===== src/rtl/mem_bus_controller_pkg.sv =====
// Shared types for the cache-to-MainMemory bus controller.
// Address layout: {page[PAGE_W-1:0], line[LINE_W-1:0]}. Only pages below the
// configured page count exist; anything above is answered with an error.
package mem_bus_controller_pkg;

    localparam int unsigned MEM_PAGES = 2;
    localparam int unsigned PAGE_W    = 2;
    localparam int unsigned LINE_W    = 8;
    localparam int unsigned ADDR_W    = PAGE_W + LINE_W;
    localparam int unsigned DATA_W    = 64;
    localparam int unsigned MESI_W    = 2;

    typedef logic [ADDR_W-1:0] Taddress;
    typedef logic [DATA_W-1:0] Tdata_sb;

    typedef enum logic [MESI_W-1:0] {
        MESI_I = 2'd0,
        MESI_S = 2'd1,
        MESI_E = 2'd2,
        MESI_M = 2'd3
    } Tmesi_state;

    typedef enum logic [1:0] {
        IDLE,
        ISSUE,
        WAIT,
        RESP
    } Tbus_state;

    typedef struct packed {
        logic       write;
        Taddress    addr;
        Tdata_sb    wdata;
        Tmesi_state mesi;
    } Tbus_req;

    function automatic logic [PAGE_W-1:0] page_of(Taddress a);
        return a[ADDR_W-1 -: PAGE_W];
    endfunction

    function automatic logic page_valid(Taddress a, int unsigned n_pages);
        return 32'(page_of(a)) < n_pages;
    endfunction

endpackage


===== src/rtl/mem_bus_controller_rr_arbiter.sv =====
// Round-robin arbiter for the bus controller.
// Ports:
//   clk, reset   clock and synchronous active-high reset
//   req          request vector, one bit per requester
//   en           grant is being taken this cycle; advances the rr pointer
//   grant        one-hot grant (combinational, valid with grant_valid)
//   grant_idx    index of the granted requester
//   grant_valid  at least one request is pending
// The search starts at the rr pointer; after a taken grant the pointer moves to
// the requester just after the winner so each pending requester is served once
// per N_REQ grants.
module mem_bus_controller_rr_arbiter #(
    parameter int unsigned N_REQ = 2,
    localparam int unsigned IDX_W = (N_REQ > 1) ? $clog2(N_REQ) : 1
) (
    input  logic             clk,
    input  logic             reset,
    input  logic [N_REQ-1:0] req,
    input  logic             en,
    output logic [N_REQ-1:0] grant,
    output logic [IDX_W-1:0] grant_idx,
    output logic             grant_valid
);

    logic [IDX_W-1:0] rr_q, rr_d;
    int unsigned      cand;

    always_comb begin
        grant_valid = 1'b0;
        grant_idx   = '0;
        cand        = 0;
        for (int unsigned k = 0; k < N_REQ; k++) begin
            cand = 32'(rr_q) + k;
            if (cand >= N_REQ) begin
                cand = cand - N_REQ;
            end
            if (!grant_valid && req[IDX_W'(cand)]) begin
                grant_valid = 1'b1;
                grant_idx   = IDX_W'(cand);
            end
        end
        grant = grant_valid ? (N_REQ'(1) << grant_idx) : '0;
    end

    always_comb begin
        rr_d = rr_q;
        if (en && grant_valid) begin
            rr_d = (grant_idx == IDX_W'(N_REQ - 1)) ? '0 : grant_idx + IDX_W'(1);
        end
    end

    always_ff @(posedge clk) begin
        if (reset) begin
            rr_q <= '0;
        end else begin
            rr_q <= rr_d;
        end
    end

endmodule


===== src/rtl/mem_bus_controller.sv =====
// Arbiter/sequencer between N_REQ cache controllers and the single MainMemory port.
// Ports:
//   clk, reset      clock and synchronous active-high reset
//   req_*           per-requester request (valid held until its resp_valid pulse),
//                   packed flat, requester g in slice g
//   resp_valid      one-cycle completion pulse per requester
//   resp_err        page out of range; resp_rdata/resp_mesi are 0 on error
//   resp_rdata/mesi read data (or the written data on a writeback)
//   mem_*           MainMemory port; read is registered, write commits on mem_we
// Transaction: IDLE (grant) -> ISSUE (drive memory) -> WAIT (capture) -> RESP.
// Errors skip the memory: IDLE -> RESP.
module mem_bus_controller
    import mem_bus_controller_pkg::*;
#(
    parameter int unsigned N_REQ   = 2,
    parameter int unsigned N_PAGES = MEM_PAGES
) (
    input  logic                    clk,
    input  logic                    reset,
    input  logic [N_REQ-1:0]        req_valid,
    input  logic [N_REQ-1:0]        req_write,
    input  logic [N_REQ*ADDR_W-1:0] req_addr,
    input  logic [N_REQ*DATA_W-1:0] req_wdata,
    input  logic [N_REQ*MESI_W-1:0] req_mesi,
    output logic [N_REQ-1:0]        resp_valid,
    output logic                    resp_err,
    output logic [DATA_W-1:0]       resp_rdata,
    output logic [MESI_W-1:0]       resp_mesi,
    output logic [ADDR_W-1:0]       mem_addr,
    output logic                    mem_we,
    output logic [DATA_W-1:0]       mem_wdata,
    output logic [MESI_W-1:0]       mem_mesi_in,
    input  logic [DATA_W-1:0]       mem_rdata,
    input  logic [MESI_W-1:0]       mem_mesi_out
);

    localparam int unsigned IDX_W = (N_REQ > 1) ? $clog2(N_REQ) : 1;

    Tbus_state        state_q, state_d;
    Tbus_req          req_arr [N_REQ];
    Tbus_req          gnt_req;
    logic [N_REQ-1:0] gnt_onehot;
    logic [IDX_W-1:0] gnt_idx;
    logic             gnt_valid;
    logic             gnt_ok;

    logic [IDX_W-1:0]  gidx_q, gidx_d;
    logic              wr_q, wr_d;
    logic [ADDR_W-1:0] mem_addr_q, mem_addr_d;
    logic              mem_we_q, mem_we_d;
    logic [DATA_W-1:0] mem_wdata_q, mem_wdata_d;
    logic [MESI_W-1:0] mem_mesi_q, mem_mesi_d;
    logic [N_REQ-1:0]  resp_valid_q, resp_valid_d;
    logic              resp_err_q, resp_err_d;
    logic [DATA_W-1:0] resp_rdata_q, resp_rdata_d;
    logic [MESI_W-1:0] resp_mesi_q, resp_mesi_d;

    for (genvar g = 0; g < N_REQ; g++) begin : g_unpack
        assign req_arr[g] = '{
            write: req_write[g],
            addr:  req_addr[g*ADDR_W +: ADDR_W],
            wdata: req_wdata[g*DATA_W +: DATA_W],
            mesi:  Tmesi_state'(req_mesi[g*MESI_W +: MESI_W])
        };
    end

    mem_bus_controller_rr_arbiter #(
        .N_REQ(N_REQ)
    ) u_arb (
        .clk        (clk),
        .reset      (reset),
        .req        (req_valid),
        .en         (state_q == IDLE),
        .grant      (gnt_onehot),
        .grant_idx  (gnt_idx),
        .grant_valid(gnt_valid)
    );

    assign gnt_req = req_arr[gnt_idx];
    assign gnt_ok  = page_valid(gnt_req.addr, N_PAGES);

    // State register
    always_ff @(posedge clk) begin
        if (reset) begin
            state_q <= IDLE;
        end else begin
            state_q <= state_d;
        end
    end

    // Next-state logic
    always_comb begin
        state_d = state_q;
        unique case (state_q)
            IDLE:    if (gnt_valid) state_d = gnt_ok ? ISSUE : RESP;
            ISSUE:   state_d = WAIT;
            WAIT:    state_d = RESP;
            RESP:    state_d = IDLE;
            default: state_d = IDLE;
        endcase
    end

    // Output logic: next values of the registered outputs and latched request
    always_comb begin
        gidx_d       = gidx_q;
        wr_d         = wr_q;
        mem_addr_d   = mem_addr_q;
        mem_we_d     = 1'b0;
        mem_wdata_d  = mem_wdata_q;
        mem_mesi_d   = mem_mesi_q;
        resp_valid_d = '0;
        resp_err_d   = resp_err_q;
        resp_rdata_d = resp_rdata_q;
        resp_mesi_d  = resp_mesi_q;
        unique case (state_q)
            IDLE: begin
                if (gnt_valid) begin
                    gidx_d = gnt_idx;
                    wr_d   = gnt_req.write;
                    if (gnt_ok) begin
                        mem_addr_d  = gnt_req.addr;
                        mem_we_d    = gnt_req.write;
                        mem_wdata_d = gnt_req.wdata;
                        mem_mesi_d  = gnt_req.mesi;
                    end else begin
                        resp_valid_d = gnt_onehot;
                        resp_err_d   = 1'b1;
                        resp_rdata_d = '0;
                        resp_mesi_d  = '0;
                    end
                end
            end
            WAIT: begin
                resp_valid_d = N_REQ'(1) << gidx_q;
                resp_err_d   = 1'b0;
                // A writeback reports back what it stored; mem_wdata/mesi still hold it.
                resp_rdata_d = wr_q ? mem_wdata_q : mem_rdata;
                resp_mesi_d  = wr_q ? mem_mesi_q : mem_mesi_out;
            end
            default: ;
        endcase
    end

    always_ff @(posedge clk) begin
        if (reset) begin
            gidx_q       <= '0;
            wr_q         <= 1'b0;
            mem_addr_q   <= '0;
            mem_we_q     <= 1'b0;
            mem_wdata_q  <= '0;
            mem_mesi_q   <= '0;
            resp_valid_q <= '0;
            resp_err_q   <= 1'b0;
            resp_rdata_q <= '0;
            resp_mesi_q  <= '0;
        end else begin
            gidx_q       <= gidx_d;
            wr_q         <= wr_d;
            mem_addr_q   <= mem_addr_d;
            mem_we_q     <= mem_we_d;
            mem_wdata_q  <= mem_wdata_d;
            mem_mesi_q   <= mem_mesi_d;
            resp_valid_q <= resp_valid_d;
            resp_err_q   <= resp_err_d;
            resp_rdata_q <= resp_rdata_d;
            resp_mesi_q  <= resp_mesi_d;
        end
    end

    // Gating with reset keeps a write whose commit edge coincides with reset
    // from reaching the memory.
    assign mem_we      = mem_we_q & ~reset;
    assign mem_addr    = mem_addr_q;
    assign mem_wdata   = mem_wdata_q;
    assign mem_mesi_in = mem_mesi_q;
    assign resp_valid  = resp_valid_q;
    assign resp_err    = resp_err_q;
    assign resp_rdata  = resp_rdata_q;
    assign resp_mesi   = resp_mesi_q;

    // A granted requester must keep req_valid up while its access is in flight.
    req_held_a: assert property (@(posedge clk) disable iff (reset)
        (state_q inside {ISSUE, WAIT}) |-> req_valid[gidx_q]);

endmodule


===== config.mk =====
export PLATFORM = sky130hd
export DESIGN_NAME = mem_bus_controller
export DESIGN_NICKNAME = d
export VERILOG_FILES = /design/src/rtl/mem_bus_controller_pkg.sv /design/src/rtl/mem_bus_controller_rr_arbiter.sv /design/src/rtl/mem_bus_controller.sv
export SDC_FILE = /design/constraint.sdc
export NUM_CORES = 1
export LEC_CHECK = 0
export CAP_MARGIN = 15
export CORE_ASPECT_RATIO = 0.75
export CORE_UTILIZATION = 36
export CTS_CLUSTER_DIAMETER = 120
export DETAILED_ROUTE_END_ITERATION = 10
export MAX_ROUTING_LAYER = met4
export PLACE_DENSITY = 0.76
export REMOVE_ABC_BUFFERS = 1
export SETUP_SLACK_MARGIN = 0.3
export SLEW_MARGIN = 30
export SYNTH_ARGS = -nofsm -noshare
export SYNTH_HDL_FRONTEND = slang
export SYNTH_SLANG_ARGS = --single-unit

===== constraint.sdc =====
create_clock -name clk -period 1.8 [get_ports clk]
set_input_delay 0.27 -clock clk [delete_from_list [all_inputs] [get_ports clk]]
set_output_delay 0.27 -clock clk [all_outputs]
set_load 0.005 [all_outputs]

==> flow_metrics.env <==
# implementation run metrics
export IMPL_grt_antenna_before_repair=0
export IMPL_skew_ns=0.0114
export IMPL_ys_warn_count=0
export IMPL_fillers=1435
export IMPL_end_kind="register"
export IMPL_swShare=0.362
export IMPL_finalInstanceArea_sq_um=13200
export IMPL_outcome="completed"
export IMPL_startpoint="state_q[1]$_SDFFE_PP0P_"
export IMPL_fp_utilization=0.374
export IMPL_coreArea_sq_um=18800
export IMPL_fmax_mhz=599
export IMPL_timing_final_ws_setup_ns=0.130
export IMPL_crit_end="mem_wdata[33]$_SDFFE_PP0P_"
export IMPL_regToRegEndpoint="mem_wdata[33]$_SDFFE_PP0P_"
export IMPL_cap_violations=0
export IMPL_cts_buffer_depth=2
export IMPL_slowest_delay_ns=0.35
export IMPL_setup_tns_ns=0
export IMPL_n_clock_buffer=18
export IMPL_n_antenna_cell=0
export IMPL_grt_start_max_net_pins=79
export IMPL_largest_class="buffers"
export IMPL_die_area_sq_um=20100
export IMPL_insertion_delay_ns=0.42
export IMPL_comb_cells=535
export IMPL_p_int_w=0.0119
export IMPL_p_comb_frac=0.530
export IMPL_hold_path_class="input pin to register"
export IMPL_r2r_start="state_q[1]$_SDFFE_PP0P_"
export IMPL_setup_violations=0
export IMPL_cp_start_kind="register"
export IMPL_final_nets=1397
export IMPL_max_vdd_ir_drop_mv=0.759
export IMPL_layout_nonclk_buf_frac=0.381
export IMPL_hold_ws_ns=0.405
export IMPL_worstMarginPinSlew_ns=0.481
export IMPL_synth_seq_share=0.430
export IMPL_hold_path_end="state_q[0]$_SDFFE_PP0P_"
export IMPL_switchingPower_w=0.00676
export IMPL_hpwl_um=19000
export IMPL_logic_area_sq_um=4100
export IMPL_hold_depth=3
export IMPL_crit_top_cell="buf_6"
export IMPL_gp_congestion=0.853
export IMPL_n_all_buffers=460
export IMPL_die_x_um=163
export IMPL_critPathSlowestCell="dfxtp_2"
export IMPL_die_y_um=123
export IMPL_rsz0062_at_grt="true"
export IMPL_grt_pass1_vias=8039
export IMPL_drtIter0Drc=897
export IMPL_path_cells="inv_2 > ha_4 > buf_6 > buf_16 > and2_4 > buf_6 > buf_12 > a311oi_1"
export IMPL_via_per_inst=5.84
export IMPL_rows=43
export IMPL_sh_comb_area=0.310
export IMPL_dpl_cell_area_sq_um=11200
export IMPL_cts_buffers=17
export IMPL_synthCells=790
export IMPL_fin_cells=1428
export IMPL_r2r_cells=8
export IMPL_pg_comb_w=0.00990
export IMPL_clock_root_buffer="clkbuf_16"
export IMPL_lay_top_cells="clkdlybuf4s50_1 (221), dlygate4sd2_1 (146), nand2_1 (141)"
export IMPL_clkPwrFrac=0.215
export IMPL_n_tap_cell=247
export IMPL_ys_cells=790
export IMPL_finalCritPeriodShare=0.928
export IMPL_relSlewSlack=0.679
export IMPL_arrival_ns=1.97
repair_timing:
item,CTS,global route
pin swaps,9,3
resized,262,40
gates cloned,14,9
hold buffers,0,0
endpoints found under the setup margin,291,147
buffers inserted,31,4
cells by family (layout without fill, tap and decap cells):
group                    count (synthesis)  in the layout  share of synthesized area
AND/OR/NAND/NOR                        236            236                      0.144
AND-OR/OR-AND                          230            230                      0.263
flip-flops                             151            151                      0.430
buffers and inverters                  104            495                     0.0642
multiplexers                            67             67                     0.0954
adder cells (fa/ha/maj)                  2              2                    0.00356
critical path: cells and delay by family (launching register included):
family | cells | cell delay (ns)
compound gates | 1 | 0.27
fa+ha+maj | 1 | 0.16
buf+inv | 5 | 0.57
flops | 1 | 0.35
simple gates | 1 | 0.20
synthesized netlist by cell type (2+ instances only):
master,number,area share
nor2b_1,2,0.0018
o32ai_1,66,0.082
ha_1,2,0.0036
a21oi_1,77,0.055
a311oi_2,20,0.043
nor3_1,2,0.0014
clkbuf_1,66,0.035
nand2_1,142,0.076
dfxtp_1,151,0.43
buf_6,4,0.0064
buf_2,22,0.016
a311oi_1,57,0.071
buf_1,5,0.0027
nand2b_1,3,0.0027
mux2i_1,67,0.095
nor3b_1,2,0.0021
nand3_1,76,0.054
nor2_1,6,0.0032
inv_1,6,0.0032
metal layers:
metal	GRT usage	vias to the layer above	part of all wire	wire length, um
met4	0.143	0	0.033	1100
met1	0.387	3998	0.40	13100
met5	-	-	0	0
li1	-	3756	-	-
met3	0.0671	82	0.092	3030
met2	0.497	506	0.48	15800
flip-flops by register name, summed over array words and instances (netlist names), 2 cells and up:
register / count
state_q: 2
mem_mesi_in: 2
mem_wdata: 64
resp_mesi: 2
resp_valid: 2
resp_rdata: 64
mem_addr: 10
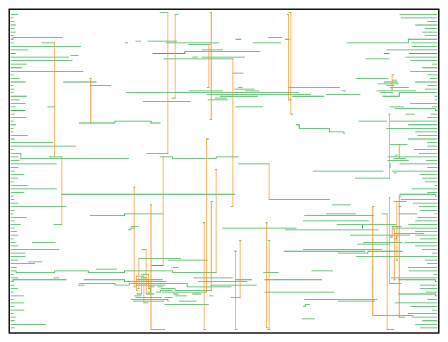
Figure 1: signal wires by layer.
Only two layers are drawn.
green -> metal 3  # wire length 3030 um
orange -> metal 4  # wire length 1100 um
Vias: 8342
Tot GR Track Use: 0.315
WL/cell: 23.1 um
final WL: 33000 um

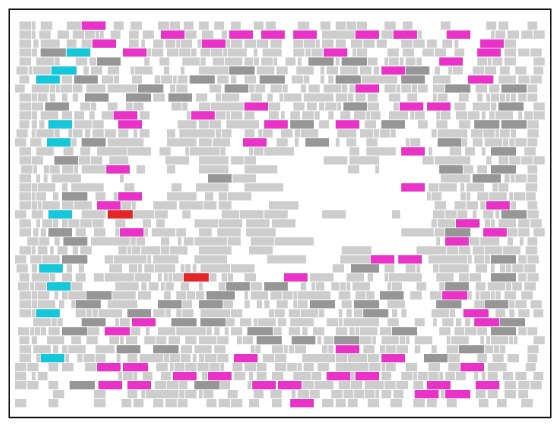
Figure 2: where the registers sit.
Other sequential cells in the stronger grey, the rest of the logic in the fainter grey.
cyan -> `mem_addr`  # placed flops 10
magenta -> `resp_rdata`  # placed flops 64, where spread over the die
red -> `state_q`  # placed flops 2
not coloured = 75
Seq/total area: 0.234
Seq. pwr: 0.00477 W
post-layout util: 0.704
Flop area: 3100 sq um

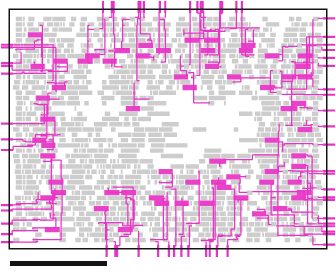
Figure 3: nets reached from selected ports.
Scale bar: 50 um.
magenta -> `mem_wdata`  # bits 64, direction output, end cells 64, buffers 64, wire 2690 um
I/O pin count: 370
IO buf count: 369

Power figures rest on the tool's default switching activity, not on a simulated workload.
